Design imem_loader, sky130hd; sources not shown.
Figure 1. Supply network.
The bar under the picture is 20 um long. Pins as bars on the die edge.
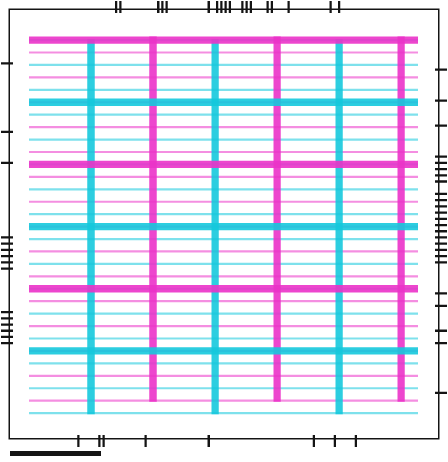
colour	net
magenta	VDD
cyan	VSS
met5 straps	6
met1 rails	31
Chip Height: 93.6 um
Die W: 93.6 um
VDD IR-drop max: 1.18 mV
core box area: 6940 um^2

Figure 2. Cells coloured by class.
The bar under the picture is 20 um long.
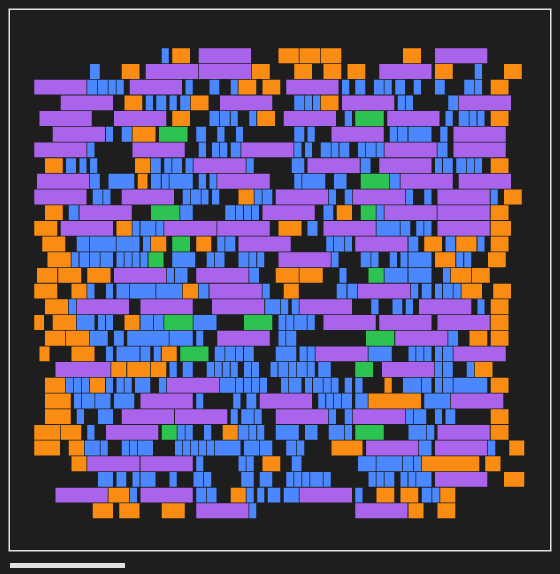
colour	class	cells	share of their area
orange	remaining buffers and delay cells	105	20%
green	clock drivers and dummy loads	15	3.4%
purple	registers	86	42%
blue	remaining logic cells	352	35%
final instance area: 5210 um^2
fin util: 75.0%
Cell Rows: 30
sequential portion of the cell area: 41.4%

Figure 3. Clock distribution.
The bar under the picture is 20 um long.
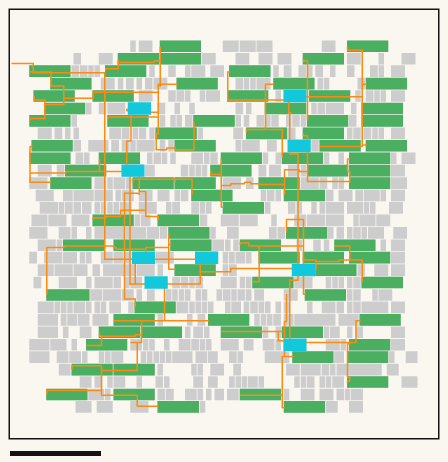
[orange] clock wires | length: 984 um
[cyan] clock-net drivers | count: 9
[green] flip-flops | count: 86
flops lie	all over the die
clock network power share: 15.5%
clock group power: 1210 uW

Figure 4. Signal wires by layer.
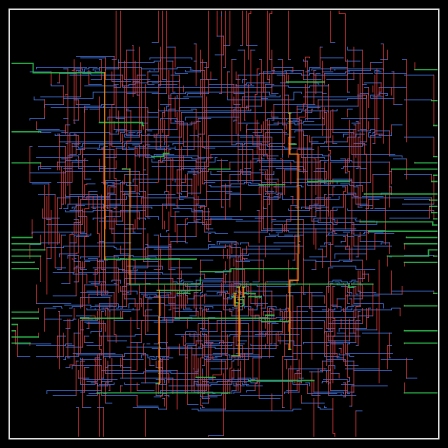
colour	layer	wire length
blue	M1	4290 um
orange	M4	161 um
green	M3	478 um
red	M2	4340 um
via count: 3424
drt total wl: 9280 um

==> flow_metrics.tcl <==
# flow metrics
set metrics [dict create \
    rsz0062_at_grt "yes" \
    top_usage_layer "met2" \
    powerDensity_nw_per_um2 1500 \
    synth.distinct_cells 27 \
    grt_use_met1_pct 31.7 \
    drive_above_1_share_pct 17.9 \
    buffer_area_share_pct 19.1 \
    final_common_cell "nand2_1" \
    internal_power_uw 4750 \
    pwr-share-comb_pct 45.3 \
    seq_cells 86 \
    synth.avg_cell_area_um2 8.58 \
    grt_pass1_wl_um 15100 \
    critPathMaxStageDelay_ps 450 \
    switchingPower_uw 3060 \
    finalSetupTns_ps -147 \
    largest_area_cell "dfrtp_1" \
    logic_gates 283 \
    m1WireLength_um 4290 \
    whs_path_depth 3 \
    cts_buffer_depth 2 \
    synth_seq_share_pct 55.4 \
    yosys.stat.chipArea_um2 3880 \
    logic_area_um2 1500 \
    p_leak_uw 0.00261 \
    synthArstFlopShare_pct 100 \
    viasPerCell 5.24 \
    cts_sinks 86 \
    wl_met2_um 4340 \
    grtUsageMet3_pct 3.70 \
    dp_slack_ps -454 \
    drv_cap 0 \
    place_congestion 0.863 \
    critical-path-slowest-cell "dfrtp_2" \
    cts_root_buffer "clkbuf_8" \
    switching_share_pct 39.1 \
    synth_top_area_share_pct 55.4 \
    clkbuf_count 9 \
    p_total_uw 7810 \
    drc 0 \
    syn_area_um2 3880 \
    maxUsedRoutingLayer "met4" \
    hp-class "primary input to flop" \
    worstSetupEndpointType "primary output" \
    synthMuxAreaShare_pct 0 \
    port_buffers 65 \
    most_common_cell "nand2_1" \
    slew-limit-headroom_pct 68.1 \
    overflow 0 \
    nWellTaps 96 \
    io_pins 66 \
    path_depth 4 \
    arrival_ps 1200 \
    finalCriticalPeriod_ps 1840 \
    ff2ff_path_depth 12 \
    critPathKind "flop to primary output" \
    wl_met3_um 478 \
    final-clk-cell-share_pct 3.29 \
    comb_share_pct 28.8 \
    cts_htree_levels 3 \
    dp.cells 615 \
    final_cells 654 \
    comb-power_uw 3540 \
    grt_max_degree 61 \
    aoi_share_pct 13.0 \
    crit_required_ps 1150 \
    path_delay_family "flip-flops" \
    cts_hold_buffers 1 \
    firstDrtPassIters 5 \
    status "finished with violations" \
    lay_top_cells "nand2_1, dfrtp_1, o21ai_1" \
    dpl_cell_area_um2 4680 \
    n_antenna_cell 0 \
    worstPathCellList "nor2_2 -> inv_2 -> buf_6 -> buf_6" \
    dominant_cells "registers" \
    inverters_excl_clock 69 \
    crit_path_max_fanout 4 \
    whs_ps 373 \
    grt_antenna_before_repair 0 \
    final-setup-viol-count 4 \
    regArea_um2 2150 \
    met2_usage_pct 33.6 \
    cts_made_buffers 9 \
    worstSkewPairLatency_ps 350 \
    drt_iter0_drc 182 \
    syn_inst 453 \
    synth.net_count 480 \
    wl_per_cell_um 14.2 \
    timing.final.crit_share_pct 103 \
    cts_setup_buffers 15 \
    clkTransAtPathRegs_ps 90 \
    violations "negative setup slack" \
    ys_sh_simple_pct 19.9 \
    largest_register_ffs 32 \
    grt_use_total_pct 22.0 \
    antenna_left 0 \
    edf_count 0 \
    final-hold-violation-count 0 \
    synth.area.top_cells "dfrtp_1, nand2_1, o21ai_1" \
    signal_buffers 105 \
    fillers 502 \
    setup_ws_ps -49.8 \
    synthFlopType "dfrtp_1" \
    post_cts_resized 79 \
    tool_warnings 31 \
    clock.fmax_mhz 544 \
    netlist_logic_family_top "simple AND/OR/NAND/NOR gates" \
    area.growth.synth_to_final_pct 34.0 \
    synth_warnings 0 \
    powerSeq_uw 3060 \
    initial_utilization_pct 55.9 \
    top_cells_by_count "nand2_1, dfrtp_1, inv_1" \
    ys_sh_adder_pct 1.93 \
    hpwl_um 6460 \
    tightest_slew_ps 477 \
    xor_share_pct 0.225 \
    die_area_um2 8760 \
    grt_pass1_vias 3186 \
    power_leader "combinational cells" \
    ys_ff 86 \
    r2r_slack_ps -50 \
    seq_power_share_pct 39.2 \
    num-nets-final 581 \
    tritoncts "done" \
    crit_buf_inv 3 \
]
Power figures rest on the tool's default switching activity, not on a simulated workload.
